### src/rtl/comparator_pkg.sv
// Shared definitions for the registered magnitude comparator: slice geometry
// and the (lt, eq, gt) result record.
package comparator_pkg;

    localparam int SLICE_W = 4;

    typedef struct packed {
        logic lt;
        logic eq;
        logic gt;
    } cmp_res_t;

    function automatic int num_slices(input int width);
        return (width + SLICE_W - 1) / SLICE_W;
    endfunction

endpackage

### src/rtl/cmp_slice.sv
// One slice of the compare tree: produces (lt, eq) for a W-bit field, with
// optional two's-complement ordering when it carries the operand sign bit.
module cmp_slice
    import comparator_pkg::*;
#(
    parameter int W = SLICE_W
) (
    input  logic [W-1:0] a_i,
    input  logic [W-1:0] b_i,
    input  logic         is_msb_signed,
    output logic         lt_o,
    output logic         eq_o
);

    logic [W-1:0] a_m_s;
    logic [W-1:0] b_m_s;

    // Inverting both sign bits maps two's-complement order onto unsigned order
    always_comb begin
        a_m_s = a_i;
        b_m_s = b_i;
        if (is_msb_signed) begin
            a_m_s[W-1] = ~a_i[W-1];
            b_m_s[W-1] = ~b_i[W-1];
        end else begin
            a_m_s[W-1] = a_i[W-1];
            b_m_s[W-1] = b_i[W-1];
        end
        lt_o = (a_m_s < b_m_s);
        eq_o = (a_i == b_i);
    end

endmodule

### src/rtl/comparator.sv
// Registered N-bit magnitude comparator: sliced (lt, eq) core merged by a
// balanced tree, with Ls/Gr/Eq and out_valid registered one cycle later.
module comparator
    import comparator_pkg::*;
#(
    parameter int WIDTH      = 8,
    parameter int SIGNED_CMP = 0
) (
    input  logic             clk,
    input  logic             rst_n,
    input  logic             in_valid,
    input  logic [WIDTH-1:0] a,
    input  logic [WIDTH-1:0] b,
    output logic             Ls,
    output logic             Gr,
    output logic             Eq,
    output logic             out_valid
);

    localparam int NS = num_slices(WIDTH);
    localparam int LV = (NS > 1) ? $clog2(NS) : 0;
    localparam int NP = 1 << LV;
    localparam int EW = NS * SLICE_W;

    logic [EW-1:0] a_ext_s;
    logic [EW-1:0] b_ext_s;
    logic [NP-1:0] lt_leaf_s;
    logic [NP-1:0] eq_leaf_s;
    cmp_res_t      core_s;
    cmp_res_t      res_d;
    cmp_res_t      res_q;
    logic          valid_d;
    logic          valid_q;

    // Widen to whole slices; the top slice is sign-extended in signed mode
    always_comb begin
        if (SIGNED_CMP != 0) begin
            a_ext_s = EW'($signed(a));
            b_ext_s = EW'($signed(b));
        end else begin
            a_ext_s = EW'(a);
            b_ext_s = EW'(b);
        end
    end

    for (genvar i = 0; i < NP; i++) begin : g_slice
        if (i < NS) begin : g_cmp
            cmp_slice #(.W(SLICE_W)) u_slice (
                .a_i           (a_ext_s[i*SLICE_W +: SLICE_W]),
                .b_i           (b_ext_s[i*SLICE_W +: SLICE_W]),
                .is_msb_signed ((SIGNED_CMP != 0) && (i == NS - 1)),
                .lt_o          (lt_leaf_s[i]),
                .eq_o          (eq_leaf_s[i])
            );
        end else begin : g_pad
            // Neutral leaves pad the tree to a power of two
            assign lt_leaf_s[i] = 1'b0;
            assign eq_leaf_s[i] = 1'b1;
        end
    end

    // Balanced MSB-first merge: node k folds its upper half (k+s) over its lower half (k)
    always_comb begin
        logic [NP-1:0] lt_t;
        logic [NP-1:0] eq_t;
        lt_t = lt_leaf_s;
        eq_t = eq_leaf_s;
        for (int l = 0; l < LV; l++) begin
            for (int k = 0; k < NP; k += (2 << l)) begin
                lt_t[k] = lt_t[k + (1 << l)] | (eq_t[k + (1 << l)] & lt_t[k]);
                eq_t[k] = eq_t[k + (1 << l)] & eq_t[k];
            end
        end
        core_s.lt = lt_t[0];
        core_s.eq = eq_t[0];
        core_s.gt = ~lt_t[0] & ~eq_t[0];
    end

    // Load a fresh verdict only on a qualified sample, otherwise hold
    always_comb begin
        if (in_valid) begin
            res_d = core_s;
        end else begin
            res_d = res_q;
        end
        valid_d = in_valid;
    end

    // Output registers
    always_ff @(posedge clk or negedge rst_n) begin
        if (!rst_n) begin
            res_q   <= '{lt: 1'b0, eq: 1'b0, gt: 1'b0};
            valid_q <= 1'b0;
        end else begin
            res_q   <= res_d;
            valid_q <= valid_d;
        end
    end

    assign Ls        = res_q.lt;
    assign Gr        = res_q.gt;
    assign Eq        = res_q.eq;
    assign out_valid = valid_q;

endmodule

### config.mk
export PLATFORM = sky130hd
export DESIGN_NAME = comparator
export DESIGN_NICKNAME = d
export VERILOG_FILES = /design/src/rtl/comparator_pkg.sv /design/src/rtl/cmp_slice.sv /design/src/rtl/comparator.sv
export SDC_FILE = /design/constraint.sdc
export NUM_CORES = 1
export LEC_CHECK = 0
export CAP_MARGIN = 5
export CORE_AREA = 2 2 40 42
export DETAILED_ROUTE_END_ITERATION = 12
export DIE_AREA = 0 0 42 44
export DONT_BUFFER_PORTS = 1
export GPL_ROUTABILITY_DRIVEN = 0
export PLACE_DENSITY = 0.39
export SYNTH_ARGS = -nofsm -noshare
export SYNTH_HDL_FRONTEND = slang
export SYNTH_SLANG_ARGS = --single-unit
### constraint.sdc
create_clock -name clk -period 0.8 [get_ports clk]
set_clock_uncertainty 0.05 [all_clocks]
set_input_delay 0.16 -clock clk [delete_from_list [all_inputs] [get_ports clk]]
set_output_delay 0.16 -clock clk [all_outputs]
set_load 0.1 [all_outputs]
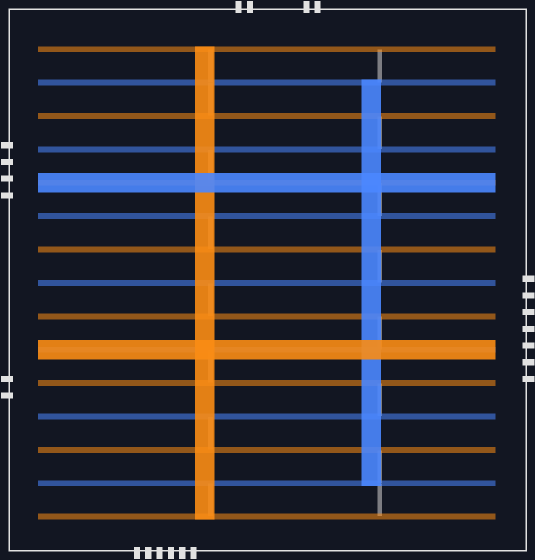
Fig. 1. Power grid (run 1).
Pins as bars on the die edge. Tap cells in gray.
legend:
  orange:
    net: VSS
  blue:
    net: VDD
met5 straps: 2
met4 straps: 2
met1 rails: 15
tap cells: 16

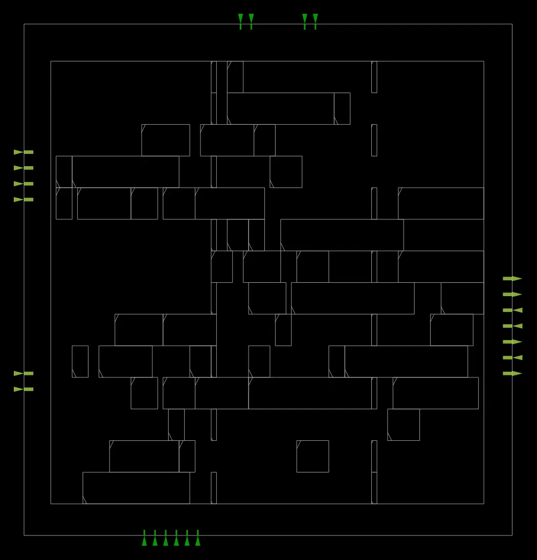
Fig. 2. Placed standard cells (run 1).
Finished Core Util: 0.384
sequential share of cell area: 0.211
final cell count without fillers: 62

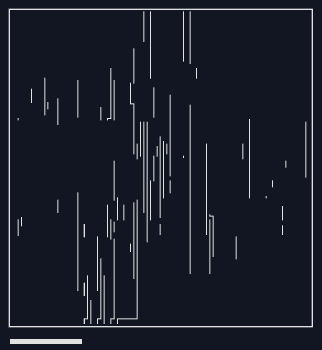
Fig. 3. Met2 routing (run 1).
Scale bar: 10 um.
share of all routed wire: 51%
nets with wire on the layer: 61

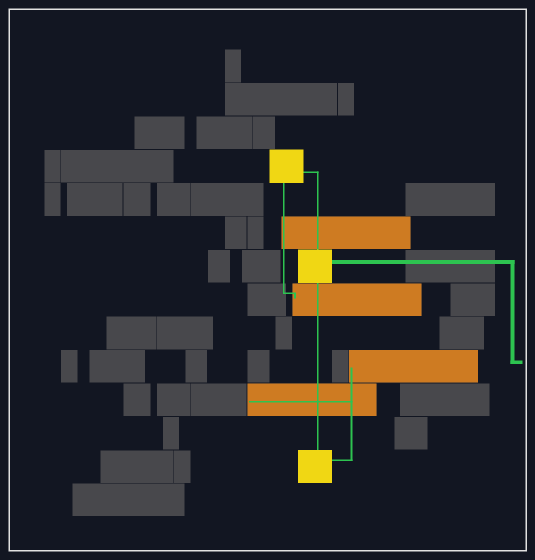
Fig. 4. Clock network drawn from the DEF (run 1).
legend:
  orange:
    item: flip-flops
    count: 4
  green:
    item: clock wires
    length: 83.5 um
  yellow:
    item: cells driving clock nets
    count: 3
routed clock nets: 4

==> datasheet_impl.txt, run 1 <==
Summary of implementation characteristics

Parameter                              Value

Synthesis
  Count of different cell masters after synthesis .................. 13
  Post-synthesis instance area .................. 335 um2
  Post-Synthesis Mean Instance Area .................. 9.06 um2
  Syn Inst Count .................. 37
  Area figure in the yosys stat output .................. 335 um2
  Number of synthesis warnings .................. 0
  Largest area contributor in the synthesized netlist .................. dfrtp_1
  Top cells by area, synth .................. dfrtp_1 30%, ha_1 30%, inv_1 11%
  Top cell area share .................. 0.299

Die
  Standard-cell row count .................. 14
  Vert. Die Dim .................. 44 um
  Fp_density .................. 0.236
  Total die area .................. 0.00185 mm2
  Number of ports placed on the die boundary .................. 23

Final timing
  Final Worst Setup Slack .................. -0.295 ns
  Final number of max-transition violations .................. 0
  Max Fclk .................. 0.913 GHz
  Worst hold slack across all endpoints .................. approximately 0.024 ns
  Setup violators final .................. 7
  Final hold violations .................. 0
  Max-Slew Margin vs Limit .................. 0.805
  Aggregate negative setup slack .................. -1.53 ns

Detailed routing
  Number of remaining DRC errors .................. 0
  Total wirelength of the detailed-routed design .................. 707 um
  Number of nets with antenna violations after detailed routing .................. 0
  Post-detailed-route wirelength per cell .................. 11.4 um
  Number of search-and-repair iterations in the first detailed-routing pass .................. 2
  Drt initial violations .................. 1
  Post-DR vias/cell .................. 4.56

Run status
  Status .................. complete, but fails checks
  Failing checks .................. setup timing

Worst setup path
  CP Launch Type .................. flop
  Largest fanout on the critical path .................. 2
  Critical Path AT .................. 0.89 ns
  Startpoint-to-endpoint class of the critical path .................. reg -> out
  Slowest cell on the critical path .................. dfrtp_4
  Gate family responsible for the most delay along the worst path .................. flip-flops
  Crit-path max cell delay .................. roughly 0.48 ns

CTS
  Clock transition at the registers of the reported paths .................. roughly 0.04 ns
  Clock tree from TritonCTS .................. yes
  H-tree depth .................. 1
  Worst-case clock buffer depth .................. 2
  Clk sink count .................. 4
  Clock root buffer .................. clkbuf_4
  TritonCTS Buffers .................. 3
  Late-Pin Clk Latency .................. 0.23 ns

Final layout
  Share of post-route cells with drive strength above 1 .................. 0.457
  Design area .................. 546 um2
  Dominant logic cell type in the layout .................. inv_1
  Sequential Area .................. 115 um2
  Number of antenna diodes .................. 0
  Number of nets in the finished design .................. 75

Run
  Reported max-cap violation count .................. 0
  Tool warnings .................. 29

Global routing
  Final global-route overflow total .................. 0
  Via count of the first global-routing pass .................. between 200 and 300
  Wire length of the first global-routing pass .................. 1170 um
  Overall routing resource usage .................. 0.0881
  Initial antenna violation count .................. 0

Pwr
  Static Leakage .................. 0.242 nW
  Cell Pwr Density .................. 1540 mW/mm2

Placement
  Worst slack, placed .................. -0.429 ns

Min path
  Class of the most critical hold timing path .................. in -> reg
-- run 1: registers in the layout (all words and copies together), names as in the netlist --
signal	count
out_valid	1
Eq	1
Ls	1
Gr	1
-- run 1: repair_timing --
action,4_1_cts,5_1_grt
hold buffers,2,0
buffers inserted,0,1
pin swaps,4,0
endpoints found under the setup margin,7,7
resized,6,3
hold endpoints to repair,7,0
-- run 1: layout make-up --
type,instances,share of cell area
sequential,4,0.211
inverter,10,0.0917
tap,16,0.0367
timing repair buffer,6,0.161
multi-input combinational,23,0.459
clock buffer,3,0.0413
-- run 1: final timing paths --
| path | cells past startpoint | to | from | slack, ns |
|---|---|---|---|---|
| setup reg to reg | 1 | Gr | Gr | -0.07 |
| hold reg to reg | 1 | Gr | Gr | 0.53 |
| max in group asynchronous | 1 | Gr | rst_n | 0.35 |
| setup / recovery | 1 | Ls | Ls | -0.30 |
| min in group asynchronous | 1 | Eq | rst_n | 0.15 |
| hold / removal | 2 | Eq | in_valid | 0.02 |
-- run 1: power breakdown --
part	total (W)	switching, W	internal [W]
logic	0.000328	0.000188	0.000140
registers	0.000270	0.0000374	0.000233
clock network	0.000242	0.0000750	0.000167
total	0.000840	0.000300	0.000541
-- run 1: kinds of logic (layout without fill, tap and decap cells) --
family | after synthesis | count (layout) | synth area share
fa+ha+maj | 8 | 8 | 0.299
flops | 4 | 4 | 0.299
simple gates | 6 | 6 | 0.119
compound gates | 9 | 9 | 0.172
buf+inv | 10 | 19 | 0.112
-- run 1: per-stage QoR --
stage,power (W),instances
global route,0.000906,62
detailed placement,0.000550,56
CTS,0.000859,61
global placement,0.000542,56
finish,0.000840,62
floorplan,0.000474,37
-- run 1: cells in the mapped netlist --
cell type / instances
and4_1: 1
dfrtp_1: 4
o21ai_0: 1
nor2b_1: 2
nand3_1: 1
a32oi_1: 1
and4_2: 1
nor2_1: 1
o211ai_1: 2
inv_1: 10
ha_1: 8
a22o_1: 1
a21oi_1: 4
-- run 1: metal layers --
metal	GRT usage	wire length (um)
met2	0.141	357
met1	0.0960	285
met3	0.0250	55
met5	0	0
met4	0.0774	8
Fig. 5: run 1, cells colored by class
Scale bar: 10 um. Fill, decap, tap and diode cells in gray.
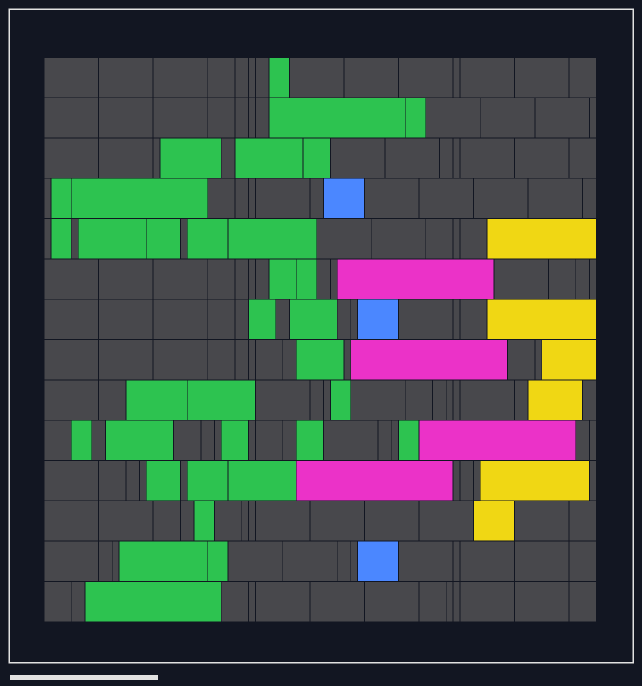

==> run 1 -> run 2 <==
Settings changed: CTS_BUF_LIST set to sky130_fd_sc_hd__clkbuf_8 sky130_fd_sc_hd__clkbuf_16, PLACE_DENSITY 0.39 to not set.
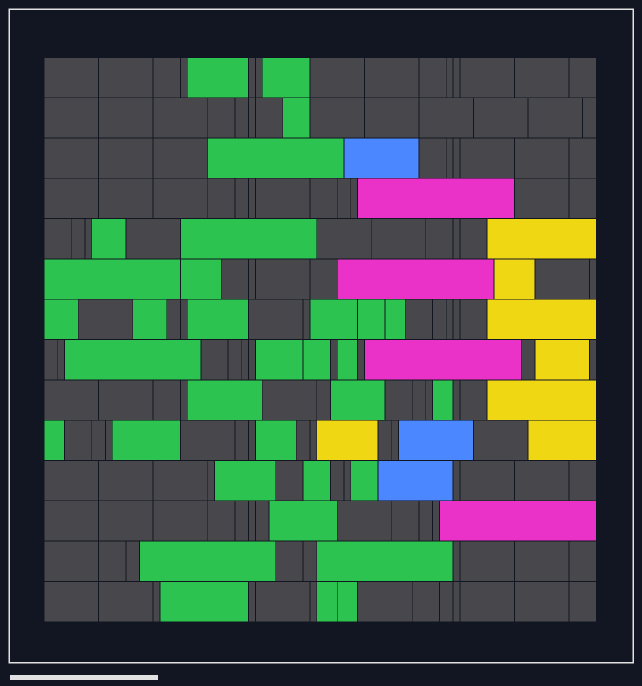
Fig. 6. Cells colored by class (run 2).
Scale bar: 10 um. Fill, decap, tap and diode cells in gray.
legend:
  green:
    class: all other logic
    cells: 33
  yellow:
    class: other buffers and delay cells
    cells: 7
  magenta:
    class: flops
    cells: 4
  blue:
    class: cells driving clock nets
    cells: 3

==> run 2 against run 1 <==
The run still ends with setup timing left; final area grew 16%; utilization rose by 6.3 points; area after synthesis is the same; register-to-register slack lost 0.13 ns; global-route usage unchanged; cell count increased by 1.6%; die area is the same; flip-flop count did not move; critical path type unchanged; largest power group is now the clock network.
==> datasheet_impl.txt, run 2 <==
Summary of implementation characteristics

Parameter                              Value

CTS
  Late-Pin Clk Latency .................. around 0.21 ns
  Clock root buffer .................. clkbuf_8
  Clock transition at the registers of the reported paths .................. roughly 0.030 ns
  Clock tree from TritonCTS .................. yes
  Clk sink count .................. 4

Final layout
  Dominant logic cell type in the layout .................. ha_4
  Final cell count without fillers .................. 63
  Number of nets in the finished design .................. 76

Detailed routing
  Number of nets with antenna violations after detailed routing .................. 0
  Drt initial violations .................. 2
  Post-DR vias/cell .................. a little over 5
  Number of remaining DRC errors .................. 0
  Number of search-and-repair iterations in the first detailed-routing pass .................. 2

Final timing
  Final Worst Setup Slack .................. -0.273 ns
  Final hold violations .................. 0
  Final number of max-transition violations .................. 0
  Max-Slew Margin vs Limit .................. 0.805
  Max Fclk .................. 0.932 GHz
  Setup violators final .................. 6

Synthesis
  Syn Inst Count .................. 37
  Post-synth EDFFs .................. 0
  Top cell area share .................. 0.299
  Largest area contributor in the synthesized netlist .................. dfrtp_1
  Top cells by count .................. 10 x inv_1, 8 x ha_1, 4 x a21oi_1, 4 x dfrtp_1
  Library cell with the highest instance count after synthesis .................. inv_1
  Top cells by area, synth .................. dfrtp_1 30%, ha_1 30%, inv_1 11%

Run status
  Failing checks .................. setup timing
  Status .................. complete, but fails checks

Worst setup path
  Slowest cell on the critical path .................. dfrtp_4
  Largest fanout on the critical path .................. 2
  Startpoint-to-endpoint class of the critical path .................. reg -> out
  CP Launch Type .................. flop
  Crit-path max cell delay .................. roughly 0.47 ns
  Gate family responsible for the most delay along the worst path .................. flip-flops

Global routing
  Wire length of the first global-routing pass .................. 1180 um
  Initial antenna violation count .................. 0
  Overall routing resource usage .................. 0.0881
  Via count of the first global-routing pass .................. 324

Min path
  Class of the most critical hold timing path .................. in -> reg

Die
  Total die area .................. 0.00185 mm2
  Standard-cell row count .................. 14
  Vert. Die Dim .................. 44 um

Pwr
  Cell Pwr Density .................. 1650 mW/mm2
  Final total power .................. 0.00105 W
  Static Leakage .................. 0.268 nW

Placement
  Placed cell count .................. 56

Run
  Reported max-cap violation count .................. 0
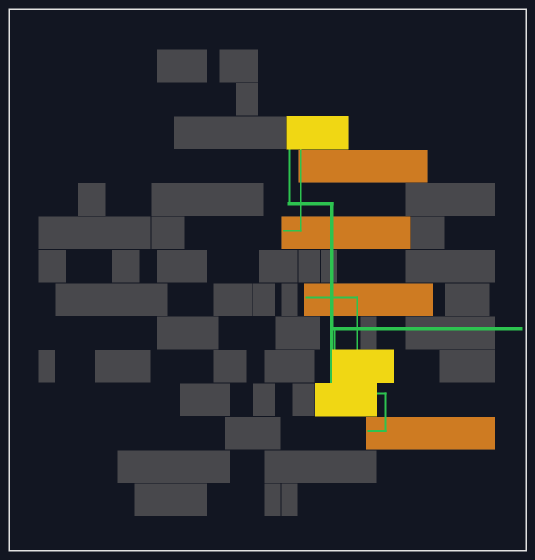
Fig. 7. Clock network drawn from the DEF (run 2).
legend:
  yellow:
    item: cells driving clock nets
    count: 3
  green:
    item: clock wires
    length: 79.9 um
  orange:
    item: flip-flops
    count: 4
routed clock nets: 4

## run 2: per-layer routing
metal | part of all wire | up-vias | track usage | wire length [um]
met5 | 0 | - | 0 | 0
met4 | 0.021 | 0 | 0.0581 | 15
met3 | 0.075 | 3 | 0.0375 | 54
met2 | 0.53 | 16 | 0.156 | 385
met1 | 0.37 | 150 | 0.0833 | 264
li1 | - | 149 | - | -
## run 2: cell type report
cell class	instances	share of cell area
repair buffers	7	0.160
multi-input cells	23	0.456
flip-flops and latches	4	0.181
well taps	16	0.0316
inverters	10	0.107
clock buffers	3	0.0651
## run 2: kinds of logic after synthesis
logic type | after synthesis | share of synthesized area
adders and majority gates | 8 | 0.299
DFF | 4 | 0.299
AOI/OAI and AO/OA | 9 | 0.172
buffers and inverters | 10 | 0.112
and+or+nand+nor | 6 | 0.119
## run 2: where the power goes
| part | switching (W) | internal, W |
|---|---|---|
| clock | 0.0000962 | 0.000320 |
| combinational | 0.000192 | 0.000171 |
| sequential | 0.0000362 | 0.000233 |
| total | 0.000325 | 0.000725 |
## run 2: what timing repair did
action,CTS,global route
hold endpoints to repair,7,0
buffers inserted,2,0
pin swaps,6,11
resized,10,13
hold buffers,2,0
gates cloned,0,0
endpoints found under the setup margin,7,7
## run 2: worst paths after layout
check / from / endpoint / slack (ns) / cells past startpoint
setup / recovery: Eq / Eq / -0.27 / 1
hold / removal: in_valid / Eq / 0.04 / 2
setup reg to reg: Gr / Gr / -0.20 / 2
hold reg to reg: Ls / Ls / 0.55 / 2
max in group asynchronous: rst_n / Gr / 0.33 / 1
min in group asynchronous: rst_n / Eq / 0.17 / 1
## run 2: stage by stage
stage               hold slack, ns   util  setup TNS [ns]  instance area [um2]
floorplan                   -0.186      -          -0.895                  400
global placement            -0.185  0.330           -1.24                  468
detailed placement          -0.185  0.330           -1.26                  468
CTS                        0.00853  0.409           -1.39                  581
global route                0.0400  0.447           -1.46                  634
finish                      0.0365  0.447           -1.36                  634
Power and IR drop assume default switching activity.
